<file path="src/rtl/rr_req_gnt_arbiter.sv">
// Round-robin request/grant arbiter with a bounded tenure per owner.
// A tenure ends when the owner drops its request or after MAX_HOLD granted cycles.
module rr_req_gnt_arbiter #(
  parameter int unsigned N        = 4,
  parameter int unsigned MAX_HOLD = 8
) (
  input  logic                 clk,
  input  logic                 reset,
  input  logic [N-1:0]         req,
  output logic [N-1:0]         gnt,
  output logic [$clog2(N)-1:0] gnt_id,
  output logic                 busy,
  output logic                 hold_timeout
);

  localparam int unsigned IdW  = $clog2(N);
  localparam int unsigned CntW = $clog2(MAX_HOLD + 1);

  typedef enum logic [1:0] {StIdle, StGrant, StRelease} state_e;

  state_e          state_q, state_d;
  logic [N-1:0]    gnt_q, gnt_d;
  logic [IdW-1:0]  gnt_id_q, gnt_id_d;
  logic [IdW-1:0]  ptr_q, ptr_d;
  logic            busy_q, busy_d;
  logic            hold_timeout_q, hold_timeout_d;
  logic [CntW-1:0] hold_cnt_q, hold_cnt_d;

  logic           win_found;
  logic [IdW-1:0] win_id;
  logic [IdW-1:0] cand;
  logic [IdW-1:0] next_ptr;

  // First requester at or after ptr, wrapping modulo N.
  always_comb begin
    win_found = 1'b0;
    win_id    = '0;
    cand      = '0;
    for (int unsigned i = 0; i < N; i++) begin
      cand = IdW'((32'(ptr_q) + i) % N);
      if (!win_found && req[cand]) begin
        win_found = 1'b1;
        win_id    = cand;
      end
    end
  end

  assign next_ptr = (gnt_id_q == IdW'(N - 1)) ? '0 : gnt_id_q + IdW'(1);

  always_comb begin
    state_d        = state_q;
    gnt_d          = gnt_q;
    gnt_id_d       = gnt_id_q;
    ptr_d          = ptr_q;
    busy_d         = busy_q;
    hold_timeout_d = 1'b0;
    hold_cnt_d     = hold_cnt_q;
    case (state_q)
      StIdle: begin
        if (win_found) begin
          state_d    = StGrant;
          gnt_d      = N'(1) << win_id;
          gnt_id_d   = win_id;
          busy_d     = 1'b1;
          hold_cnt_d = CntW'(1);
        end
      end
      StGrant: begin
        if (!req[gnt_id_q] || (hold_cnt_q == CntW'(MAX_HOLD))) begin
          // Tenure ends; a forced end passes through RELEASE for one cycle.
          state_d        = req[gnt_id_q] ? StRelease : StIdle;
          hold_timeout_d = req[gnt_id_q];
          gnt_d          = '0;
          gnt_id_d       = '0;
          busy_d         = 1'b0;
          hold_cnt_d     = '0;
          ptr_d          = next_ptr;
        end else begin
          hold_cnt_d = hold_cnt_q + CntW'(1);
        end
      end
      StRelease: begin
        state_d = StIdle;
      end
      default: begin
        state_d = StIdle;
      end
    endcase
  end

  always_ff @(posedge clk) begin
    if (reset) begin
      state_q        <= StIdle;
      gnt_q          <= '0;
      gnt_id_q       <= '0;
      ptr_q          <= '0;
      busy_q         <= 1'b0;
      hold_timeout_q <= 1'b0;
      hold_cnt_q     <= '0;
    end else begin
      state_q        <= state_d;
      gnt_q          <= gnt_d;
      gnt_id_q       <= gnt_id_d;
      ptr_q          <= ptr_d;
      busy_q         <= busy_d;
      hold_timeout_q <= hold_timeout_d;
      hold_cnt_q     <= hold_cnt_d;
    end
  end

  assign gnt          = gnt_q;
  assign gnt_id       = gnt_id_q;
  assign busy         = busy_q;
  assign hold_timeout = hold_timeout_q;

endmodule

</file>
<file path="config.mk">
export PLATFORM = sky130hd
export DESIGN_NAME = rr_req_gnt_arbiter
export DESIGN_NICKNAME = d
export VERILOG_FILES = /design/src/rtl/rr_req_gnt_arbiter.sv
export SDC_FILE = /design/constraint.sdc
export NUM_CORES = 1
export LEC_CHECK = 0
export CORE_MARGIN = 10
export CORE_UTILIZATION = 35
export CTS_BUF_LIST = sky130_fd_sc_hd__clkbuf_8
export DETAILED_ROUTE_END_ITERATION = 8
export GPL_TIMING_DRIVEN = 0
export PLACE_DENSITY = 0.57
export SKIP_LAST_GASP = 1
export SYNTH_ARGS = -nofsm -noshare
export SYNTH_HDL_FRONTEND = slang
export SYNTH_SLANG_ARGS = --single-unit
export TNS_END_PERCENT = 30
</file>
<file path="constraint.sdc">
create_clock -name clk -period 1.9 [get_ports clk]
set_input_delay 0.38 -clock clk [delete_from_list [all_inputs] [get_ports clk]]
set_output_delay 0.38 -clock clk [all_outputs]
set_load 0.01 [all_outputs]
</file>
**The metal 3 layer**

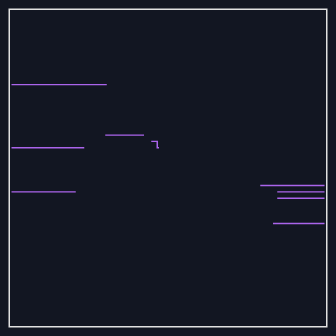
share of all routed wire: 5.5%
main direction: horizontal
longest straight run: 20.2 µm
met3 Use GR: 0.0326
Routed WL: 1880 µm
total number of vias: 695

**I/O nets highlighted**

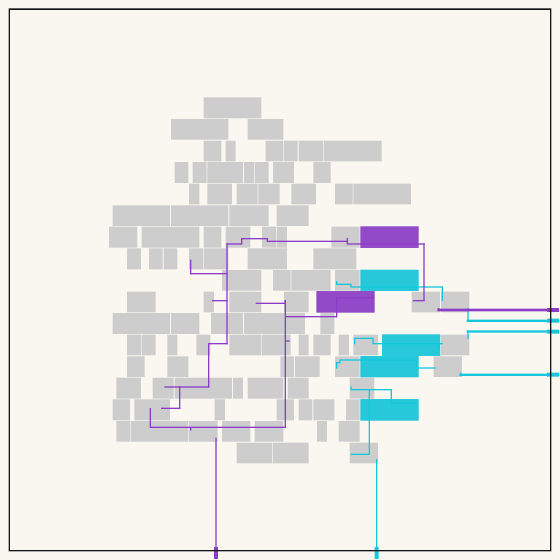
[gnt_id] purple | bits: 2 | direction: output | end cells: 2 | buffers: 2 | wire: 156 µm
[gnt] cyan | bits: 4 | direction: output | end cells: 4 | buffers: 4 | wire: 108 µm

==> results.json <==
{
  "status": "finished, final reports clean",
  "htreeDepth": 1,
  "stdcell_count": 131,
  "cp-end-kind": "register",
  "numSynthFlops": 16,
  "edf_count": 0,
  "remaining_drc_errors": 0,
  "clock_latency_ns": 0.25,
  "fin_tns_setup_ns": 0,
  "dr.pass1.iters": 3,
  "cts_tree": "yes",
  "maxSlewHeadroom": 0.741,
  "die_height_um": 68.1,
  "fmax_mhz": 549,
  "globalRouteOverflowTotal": 0,
  "dp.cells": 126,
  "final_nets": 113,
  "yosys_cells": 85,
  "clkTransAtPathRegs_ns": 0.07,
  "dieArea_um2": 4640,
  "synth.distinct_cells": 38,
  "yosysTopAreaCellShare": 0.396,
  "power.switching_mw": 0.230,
  "syn_to_final_growth_pct": 29.8,
  "fp_nets": 94,
  "crit_path_end": "gnt_id[0]",
  "share_comb_of_total_power": 0.202,
  "syn-instance-count": 85,
  "detail-route-antenna-nets": 0,
  "cts-buffers-inserted": 3,
  "crit_required_ns": 2.05,
  "io_buffers": 13,
  "gp_congestion": 0.770,
  "place_hpwl_um": 1380,
  "grt_pass1_vias": 640,
  "p_clk_frac": 0.351,
  "netSwitchingFraction": 0.267,
  "cp-startpoint": "req[0]",
  "path_class": "in2reg",
  "grt_usage": 0.0842,
  "syn_avg_cell_area_um2": 9.52,
  "warning_count": 27,
  "flop_cell": "dfxtp_1",
  "ff2ff_path_depth": 5,
  "grt_max_degree": 11,
  "vdd_ir_drop_max_uv": 532,
  "period_used_share": 0.959,
  "power_density_nw_per_um2": 820,
  "initial_core_util": 0.366,
  "worstMarginPinSlew_ns": 0.388,
  "slew_violations": 0,
  "crit_path_start_kind": "input port",
  "drt_iter0_drc": 9,
  "hold_class": "reg2reg",
  "async_flop_share": 0,
  "drv_cap": 0,
  "timing.rr.start": "gnt_id[1]",
  "core_um2": 2210,
  "fin_skew_ns": 0.00390
}
**Wire density map**

14 x 14 tiles, from black (low) to pale yellow (high), scaled to the fullest tile. Values are wire area over tile area, all layers added.
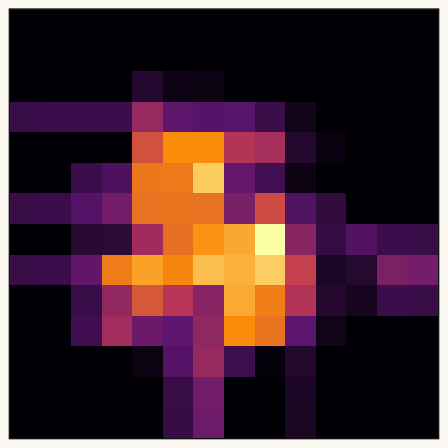
tiles over half the peak: 13%
densest ninth of the die: middle
fullest tile: 0.37
mean over tiles: 0.064
emptiest ninth of the die: top right
nearly empty tiles: 51%

**Sequential cells grouped by signal name**

Other sequential cells in the stronger grey, the rest of the logic in the fainter grey.
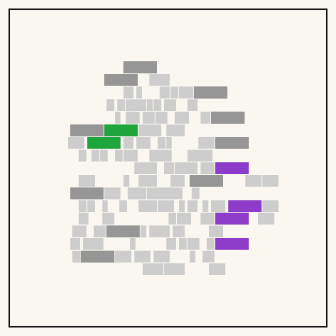
[gnt] purple | placed flops: 4
[state_q] green | placed flops: 2
not coloured: 10
fin util: 0.475
seq pwr: 0.385 mW
flop share of the area: 0.305

[worst min-delay path by stage]
stage,end,startpoint,depth (start not counted),slack (ns)
6_report,gnt[3],gnt[3],1,0.47
5_1_grt,gnt[3],gnt[3],1,0.48
4_1_cts,gnt[1],gnt[1],1,0.48
3_5_place_dp,gnt[1],gnt[1],1,0.46
3_3_place_gp,gnt[1],gnt[1],1,0.45
2_1_floorplan,ptr_q[0],ptr_q[0],2,0.48
[per-stage QoR]
stage               setup slack [ns]  cell area (µm²)  power, mW  hold slack [ns]
global route                  0.0352             1050      0.912            0.484
floorplan                      0.302              810      0.491            0.477
global placement              -0.316              975      0.561            0.446
finish                        0.0784             1050      0.862            0.475
CTS                           0.0305             1030      0.863            0.476
detailed placement            -0.247              975      0.562            0.457
[routing by layer]
layer	GRT usage	share of wire	vias to the layer above
li1	-	-	356
met1	0.0952	0.45	328
met2	0.141	0.49	9
met3	0.0326	0.055	2
met4	0.0302	0.0053	0
met5	0	0	-
[cell usage in the layout, fill, tap and decap left out, drive strengths merged, types with 5 or more instances in the layout]
| cell | netlist | final |
|---|---|---|
| a21oi | 6 | 6 |
| inv | 6 | 6 |
| clkdlybuf4s50 | 0 | 10 |
| clkbuf | 1 | 5 |
| o21ai | 5 | 5 |
| dfxtp | 16 | 16 |
[what timing repair did]
item	CTS	global route
pin swaps	0	1
buffers inserted	0	1
resized	1	4
endpoints found under the setup margin	1	8
[registers in the layout, summed over array words and instances (netlist names)]
register	flops
gnt_id	2
hold_timeout	1
ptr_q	2
state_q	2
gnt	4
hold_cnt_q	4
busy	1
[cell type report]
type                            count  area, µm²
Fill cell                         230       1160
Multi-Input combinational cell     61        458
Sequential cell                    16        320
Timing Repair Buffer               14        145
Clock buffer                        4       55.1
Tap cell                           28       35.0
Inverter                            6       22.5
Buffer                              2       15.0
[synthesized netlist by cell type, types with 3 or more instances]
library cell	count
a22o_1	3
a21oi_1	6
dfxtp_1	16
inv_1	6
nand2b_1	3
nor3_1	3
nand3_1	3
o21ai_0	5
ha_1	3
nor2b_1	3
[critical path: stages]
cell and delay (ns):
clkdlybuf4s50_1 0.59, nor4_4 0.09, or3_4 0.37, and4b_1 0.22, buf_6 0.13, a21bo_1 0.18
[power by group through the flow]
stage	logic, mW	clock network (mW)	registers, mW
global placement	0.171	0	0.391
detailed placement	0.171	0	0.391
finish	0.175	0.303	0.385
CTS	0.173	0.306	0.384
floorplan	0.0979	0	0.393
global route	0.192	0.330	0.389
[kinds of logic (layout without fill, tap and decap cells)]
family          Yosys count  count (layout)  share of synthesized area
mux                       2               2                     0.0263
simple gates             27              27                      0.226
flops                    16              16                      0.396
compound gates           27              27                      0.238
buf+inv                   8              26                     0.0464
fa+ha+maj                 3               3                     0.0464
xor+xnor                  2               2                     0.0216
No activity file was given, so power comes from the tool's default toggle rates.
